===== config.mk =====
export PLATFORM = sky130hd
export DESIGN_NAME = btn_conditioner
export DESIGN_NICKNAME = d
export VERILOG_FILES = /design/src/rtl/btn_pkg.sv /design/src/rtl/btn_debounce_ch.sv /design/src/rtl/btn_conditioner.sv
export SDC_FILE = /design/constraint.sdc
export NUM_CORES = 1
export LEC_CHECK = 0
export ABC_AREA = 1
export CAP_MARGIN = 20
export CELL_PAD_IN_SITES_DETAIL_PLACEMENT = 2
export CELL_PAD_IN_SITES_GLOBAL_PLACEMENT = 2
export CORE_AREA = 8 8 178 138
export CTS_BUF_LIST = sky130_fd_sc_hd__clkbuf_8
export DETAILED_ROUTE_END_ITERATION = 8
export DIE_AREA = 0 0 186 146
export GPL_ROUTABILITY_DRIVEN = 0
export PLACE_DENSITY_LB_ADDON = 0.1
export SETUP_SLACK_MARGIN = 0.4
export SKIP_LAST_GASP = 1
export SLEW_MARGIN = 20
export SYNTH_ARGS = -nofsm -noshare
export SYNTH_HDL_FRONTEND = slang
export SYNTH_HIERARCHICAL = 1
export SYNTH_SLANG_ARGS = --single-unit
export TNS_END_PERCENT = 20

===== constraint.sdc =====
create_clock -name clk -period 1.8 [get_ports clk]
set_input_delay 0.36 -clock clk [delete_from_list [all_inputs] [get_ports clk]]
set_output_delay 0.36 -clock clk [all_outputs]
set_load 0.01 [all_outputs]

===== src/rtl/btn_pkg.sv =====
// Shared definitions for the push-button conditioning front end:
// per-channel debounce state encoding and the fixed button index map.
package btn_pkg;

  typedef enum logic [1:0] {
    IDLE         = 2'b00,
    PRESS_WAIT   = 2'b01,
    HELD         = 2'b10,
    RELEASE_WAIT = 2'b11
  } btn_state_e;

  localparam int unsigned BTN_CENTER = 0;
  localparam int unsigned BTN_TOP    = 1;
  localparam int unsigned BTN_BOTTOM = 2;
  localparam int unsigned BTN_LEFT   = 3;
  localparam int unsigned BTN_RIGHT  = 4;

endpackage


===== src/rtl/btn_debounce_ch.sv =====
// Single button channel: 2-flop synchroniser, debounce FSM with saturating
// counter, registered one-cycle press pulse and debounced level.
module btn_debounce_ch
  import btn_pkg::*;
#(
  parameter int unsigned DEBOUNCE_CYCLES = 1000000
) (
  input  logic clk,
  input  logic resetn,
  input  logic btn_raw,
  output logic btn_pulse,
  output logic btn_level
);

  localparam int unsigned    CNT_W    = $clog2(DEBOUNCE_CYCLES);
  localparam logic [CNT_W-1:0] CNT_TERM = CNT_W'(DEBOUNCE_CYCLES - 1);

  logic             s1;
  logic             s2;
  btn_state_e       state_q;
  btn_state_e       state_d;
  logic [CNT_W-1:0] cnt_q;
  logic [CNT_W-1:0] cnt_d;
  logic             pulse_q;
  logic             pulse_d;
  logic             level_q;
  logic             level_d;

  // Bring the asynchronous button into the clk domain.
  always_ff @(posedge clk or negedge resetn) begin
    if (!resetn) begin
      s1 <= 1'b0;
      s2 <= 1'b0;
    end else begin
      s1 <= btn_raw;
      s2 <= s1;
    end
  end

  // State, counter and output registers.
  always_ff @(posedge clk or negedge resetn) begin
    if (!resetn) begin
      state_q <= IDLE;
      cnt_q   <= '0;
      pulse_q <= 1'b0;
      level_q <= 1'b0;
    end else begin
      state_q <= state_d;
      cnt_q   <= cnt_d;
      pulse_q <= pulse_d;
      level_q <= level_d;
    end
  end

  // Next state: a level change is accepted only after an unbroken run of
  // opposite samples; the counter holds at its terminal value.
  always_comb begin
    state_d = state_q;
    cnt_d   = cnt_q;
    case (state_q)
      IDLE: begin
        if (s2) begin
          state_d = PRESS_WAIT;
          cnt_d   = '0;
        end
      end
      PRESS_WAIT: begin
        if (!s2) begin
          state_d = IDLE;
          cnt_d   = '0;
        end else if (cnt_q == CNT_TERM) begin
          state_d = HELD;
        end else begin
          cnt_d = cnt_q + CNT_W'(1);
        end
      end
      HELD: begin
        if (!s2) begin
          state_d = RELEASE_WAIT;
          cnt_d   = '0;
        end
      end
      RELEASE_WAIT: begin
        if (s2) begin
          state_d = HELD;
        end else if (cnt_q == CNT_TERM) begin
          state_d = IDLE;
        end else begin
          cnt_d = cnt_q + CNT_W'(1);
        end
      end
    endcase
  end

  // Pulse only on the PRESS_WAIT->HELD transition; level tracks the pressed states.
  always_comb begin
    pulse_d = 1'b0;
    level_d = 1'b0;
    if ((state_q == PRESS_WAIT) && s2 && (cnt_q == CNT_TERM)) begin
      pulse_d = 1'b1;
    end
    if ((state_d == HELD) || (state_d == RELEASE_WAIT)) begin
      level_d = 1'b1;
    end
  end

  assign btn_pulse = pulse_q;
  assign btn_level = level_q;

endmodule


===== src/rtl/btn_conditioner.sv =====
// Push-button front end: one debounce channel per button plus an optional
// one-hot pulse filter. Optional feature macro: BTN_ONEHOT_EN (keeps only the
// highest-priority pulse per cycle, center > top > bottom > left > right).
module btn_conditioner
  import btn_pkg::*;
#(
  parameter int unsigned DEBOUNCE_CYCLES = 1000000,
  parameter int unsigned NUM_BTN         = 5
) (
  input  logic               clk,
  input  logic               resetn,
  input  logic [NUM_BTN-1:0] btn_raw,
  output logic [NUM_BTN-1:0] btn_pulse,
  output logic [NUM_BTN-1:0] btn_level
);

  logic [NUM_BTN-1:0] pulse_q;

  // Independent conditioning channel per button.
  for (genvar i = 0; i < int'(NUM_BTN); i++) begin : g_ch
    btn_debounce_ch #(
      .DEBOUNCE_CYCLES(DEBOUNCE_CYCLES)
    ) u_ch (
      .clk      (clk),
      .resetn   (resetn),
      .btn_raw  (btn_raw[i]),
      .btn_pulse(pulse_q[i]),
      .btn_level(btn_level[i])
    );
  end

`ifdef BTN_ONEHOT_EN
  // Lowest set bit wins; BTN_CENTER sits at bit 0 so it has top priority.
  assign btn_pulse = pulse_q & (~pulse_q + NUM_BTN'(1));
`else
  assign btn_pulse = pulse_q;
`endif

endmodule

Figure 1. Clock network drawn from the DEF (run 1).
The bar under the picture is 50 um long.
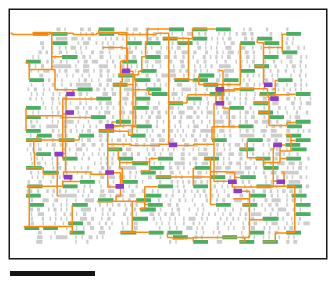
- purple: cells driving clock nets (count 17)
- green: flip-flops (count 130)
- orange: clock wires (length 2240 um)
- routed clock nets: 18

Figure 2. Clock nets (run 1).
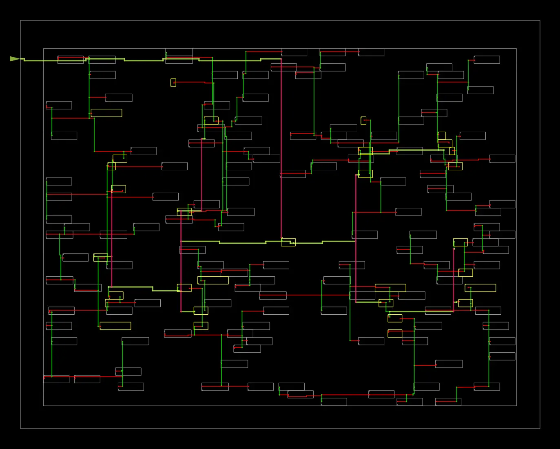
Worst Skew: 17.1 ps
Clock group: 0.00303 W
Num Clock Sinks: 130
CTS Buf Count: 17
clk latency late pin: 470 ps

Figure 3. PDN straps and rails (run 1).
Pins as bars on the die edge. Tap cells in gray.
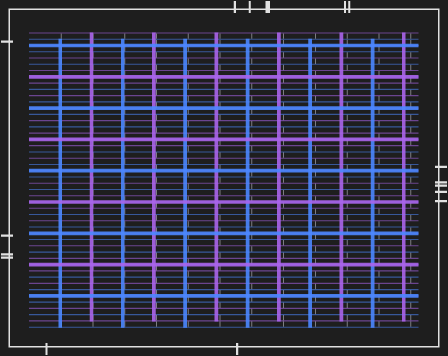
- purple: VDD
- blue: VSS
- met4 straps: 12
- met5 straps: 9

==> impl_metrics.toml, run 1 <==
# generated from flow reports
[global_routing]
grt.overflow.total = 0
grt_max_degree = 58
antenna_found_initial = 0
grt_util_met1 = 0.277
grt_util_all_layers = 0.206
grt_pass1_wl_mm = 45.3

[floorplan]
core-area_um2 = 21600
die_h_um = 146
num_io_pins = 17
num_rows = 47

[finish]
fin_util = 0.465
diodes = 0
layout-drive-gt1-share = 0.264
flops = 130
n_all_buffers = 114
layoutNonFillerInstCount = 1552
layout_top_cell = "nand2_1"
top_register = "g_ch.u_ch/cnt_q"
comb_area_frac = 0.441
nFillCells = 2522
fin_nets = 1258
seq_share = 0.327
largest_reg_flops = 100
reg_top3 = "g_ch.u_ch/cnt_q: 100 flops, g_ch.u_ch/state_q: 10 flops"
regArea_um2 = 3290
clk_share = 0.0456
syn_to_final_growth_pct = 27.6

[power_and_ir_drop]
power-top-group = "registers"
intPower_w = 0.00521
finalPower_w = 0.00721
p_leak_nw = 4.45
pwr-share-seq = 0.436
clockPowerShare = 0.420
switching_share = 0.278
p_sw_w = 0.00201

[clock_tree]
ctsHoldBuffers = 1
htreeDepth = 4
cts_tree = "yes"

[routing]
drt-total-wl_mm = 31.2
highest_layer = "met4"
drt-initial-drc-count = 368
wl_met1_mm = 14.4
drc = 0
wl_per_cell_um = 20.1
vias_per_cell = 5.24
wl_met3_um = 731
wl_met2_mm = 15.4

[synthesis]
common_cells = "nand2_1 (395), dfrtp_1 (130), nor2_1 (124), inv_1 (123), nand3_1 (72)"
avgSynthCellArea_um2 = 7.01
ys_area_um2 = 7890
syn_inst = 1125
synthAoiAreaFrac = 0.0974
syn_area_um2 = 7890
synth.top_cell.area_share = 0.413
adder_share = 0.00793
area_leaders = "dfrtp_1 (41%), nand2_1 (19%), nor2_1 (5.9%)"
yosysCellCount = 1125
yosys_warnings = 6
synth_seq_share = 0.413
synthArstFlopShare = 1.00
edf_count = 0
logic_family = "simple AND/OR/NAND/NOR gates"

[final_timing]
fmax_ghz = 0.590
slew_headroom = 0.719
fin_hold_ws_ps = 312
worst_pin_slew_ps = 419
setup-tns-final_ps = 0
period_minus_slack_ps = 1690
finalSetupViolCount = 0
rsz0062_at_grt = "yes"
hold_viol = 0
finalCritPeriodShare = 0.941

[place]
dp_slack_ps = 151
io_buffers = 16
dp.final_hpwl_mm = 18.4

[hold_path]
hold_path.class = "in -> async"

[job]
cap_violations = 0
warning_count = 29

[outcome]
status = "completed"

[setup_path]
r2r_setup_slack_ps = 110
critPathBufInv = 0
cp.depth = 6
worst_path_largest_cell_delay_ps = 480
critPathSlowestCell = "dfrtp_1"
path_cells = "nand2_2, nor2_2, nand2_2, nor2_4, a21oi_1, a21oi_1"
crit_family = "simple AND/OR/NAND/NOR gates"
cp.required_ps = 2160
reg2regPathDepth = 6
## Run 2: what changed since run 1
- ABC_CLOCK_PERIOD_IN_PS: unset -> 1800
- CTS_CLUSTER_SIZE: unset -> 8
- SETUP_SLACK_MARGIN: 0.4 -> unset
Figure 4. Gate-type map (run 2).
The bar under the picture is 50 um long.
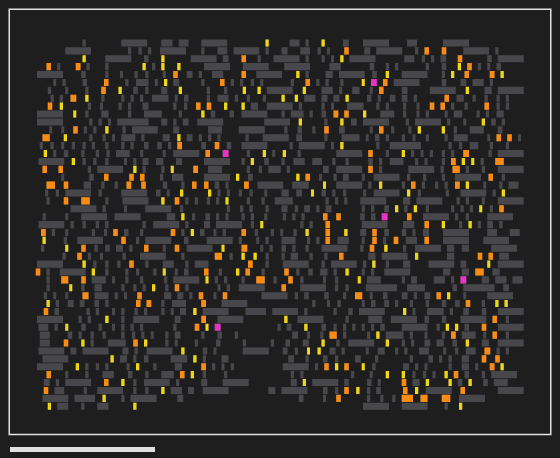
- orange: inverting AOI/OAI gates (cells 143; where all over the die)
- magenta: AND and OR gates (cells 5)
- yellow: inverters (cells 135; where all over the die)

Figure 5. PDN straps and rails (run 2).
Pins as bars on the die edge. Tap cells in gray.
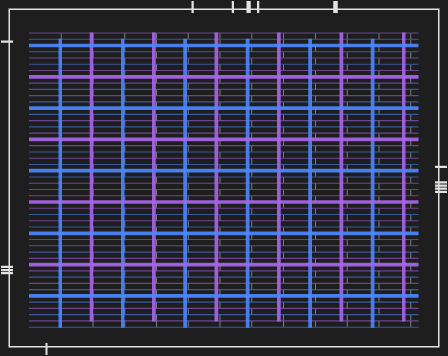
Max IR drop VDD: 0.372 mV
die width: 186 um
Die Ht: 146 um
Core Footprint: 21600 um^2

Figure 6. Placement by cell class (run 2).
The bar under the picture is 50 um long.
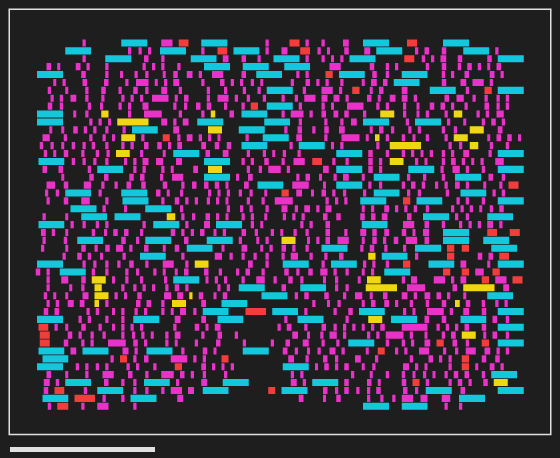
- magenta: all other logic (cells 983; share of their area 53%)
- yellow: clock drivers and dummy loads (cells 32; share of their area 4.9%)
- cyan: flip-flops (cells 130; share of their area 38%)
- red: other buffers and delay cells (cells 44; share of their area 4.6%)

==> impl_metrics.toml, run 2 <==
# generated from flow reports
[routing]
first_pass_iters = 4
highest_layer = "met4"
wl_met3_um = 600
vias = 7635
wl_per_cell_um = 17.0
drc = 0
wl_met1_mm = 12.9
drt-initial-drc-count = 340
wl_met2_mm = 11.6
vias_per_cell = 5.15
drt-total-wl_mm = 25.3
ant_nets = 0

[clock_tree]
htreeDepth = 4
ctsHoldBuffers = 1
cts_tree = "yes"
cts-resized-gates = 1
clk_path_buf_depth = 2
clock-sinks = 130
clkLatencyLatePin_ps = 470
clk_pin_slew_ps = 90
numCtsBuffers = 17
clockRootBuffer = "clkbuf_8"

[final_timing]
rsz0062_at_grt = "yes"
worst_slack_ps = 101
fin_worst_skew_ps = 17.6
finalSetupViolCount = 0
worst_pin_slew_ps = 438
slew_headroom = 0.707
fin_hold_ws_ps = 338
fmax_ghz = 0.588
period_minus_slack_ps = 1700
setup-tns-final_ps = 0
hold_viol = 0
finalCritPeriodShare = 0.944

[floorplan]
dieArea_um2 = 27200
fp-utilization = 0.364
num_rows = 47
num_io_pins = 17

[finish]
layout_top_cells = "nand2_1 (395), dfrtp_1 (130), inv_1 (124)"
layoutNonFillerInstCount = 1483
flops = 130
logic_gates = 848
top_register = "g_ch.u_ch/cnt_q"
largest_reg_flops = 100
reg_top3 = "g_ch.u_ch/cnt_q: 100 flops, g_ch.u_ch/state_q: 10 flops"
comb_area_frac = 0.450
regArea_um2 = 3250
syn_to_final_growth_pct = 14.2
layout-drive-gt1-share = 0.114
diodes = 0
inverters = 135
n_all_buffers = 44
fin_nets = 1188
nFillCells = 2644
seq_share = 0.361
buf_share = 0.0443
fin_util = 0.416
finalInstanceArea_um2 = 9010
logic_area_um2 = 4050
nClkBuffers = 17
clk_share = 0.0474
layout_top_cell = "nand2_1"

[synthesis]
synthArstFlopShare = 1.00
top_cell = "nand2_1"
ys_ff = 130
synthAoiAreaFrac = 0.0974
simple_gate_area_frac = 0.406
area_leaders = "dfrtp_1 (41%), nand2_1 (19%), nor2_1 (5.9%)"
common_cells = "nand2_1 (395), dfrtp_1 (130), nor2_1 (124), inv_1 (123), nand3_1 (72)"
top_area_cell = "dfrtp_1"
xor_share = 0
adder_share = 0.00793
ys_area_um2 = 7890
yosys_warnings = 6
synth_nets = 1137
yosysUniqueCellTypes = 35
flop_cell = "dfrtp_1"
mux_share = 0
synth.top_cell.area_share = 0.413
edf_count = 0
logic_family = "simple AND/OR/NAND/NOR gates"
syn_inst = 1125
yosysCellCount = 1125
syn_area_um2 = 7890
avgSynthCellArea_um2 = 7.01
synth_seq_share = 0.413

[global_routing]
grt_use_met2 = 0.313
grt.overflow.total = 0
grt_util_met1 = 0.270
grt_max_degree = 50
top_usage_layer = "met2"
first_global_vias = 8305
antenna_found_initial = 0
use_met3 = 0.0334
grt_pass1_wl_mm = 43.1
grt_util_all_layers = 0.196

[setup_path]
critPathLaunchType = "flop"
critPathBufInv = 1
critPathSlowestCell = "dfrtp_1"
r2r-end = "g_ch[1].u_ch/state_q[0]$_DFF_PN0_"
cp.depth = 6
reg2reg_from = "g_ch[1].u_ch/cnt_q[0]$_DFFE_PN0P_"
crit_path_end = "g_ch[1].u_ch/state_q[0]$_DFF_PN0_"
cp-end-kind = "flop"
crit_fanout = 7
r2r_setup_slack_ps = 100
critical_path_class = "reg -> reg"
reg2regPathDepth = 6
crit_family = "simple AND/OR/NAND/NOR gates"
path_cells = "ha_1, nand2_2, nor3_4, nand3_4, o21ai_0, inv_1"
worst_path_largest_cell_delay_ps = 410
cp.required_ps = 2150

[place]
io_buffers = 16
dp_slack_ps = -174
post-place-cells = 1447
dp.final_hpwl_mm = 18.7
postPlaceCellArea_um2 = 8530

[power_and_ir_drop]
finalPower_w = 0.00662
clockPowerShare = 0.423
switching_share = 0.283
intPower_w = 0.00474
p_leak_nw = 3.95
pwr-share-seq = 0.476
pg_clk_w = 0.00280
power-top-group = "registers"
powerComb_w = 0.000664
seq-power_w = 0.00315
power_frac_comb = 0.100
p_sw_w = 0.00188

[hold_path]
hold_path.class = "in -> async"

[outcome]
status = "completed"

[job]
warning_count = 28
cap_violations = 0
Power figures rest on the tool's default switching activity, not on a simulated workload.
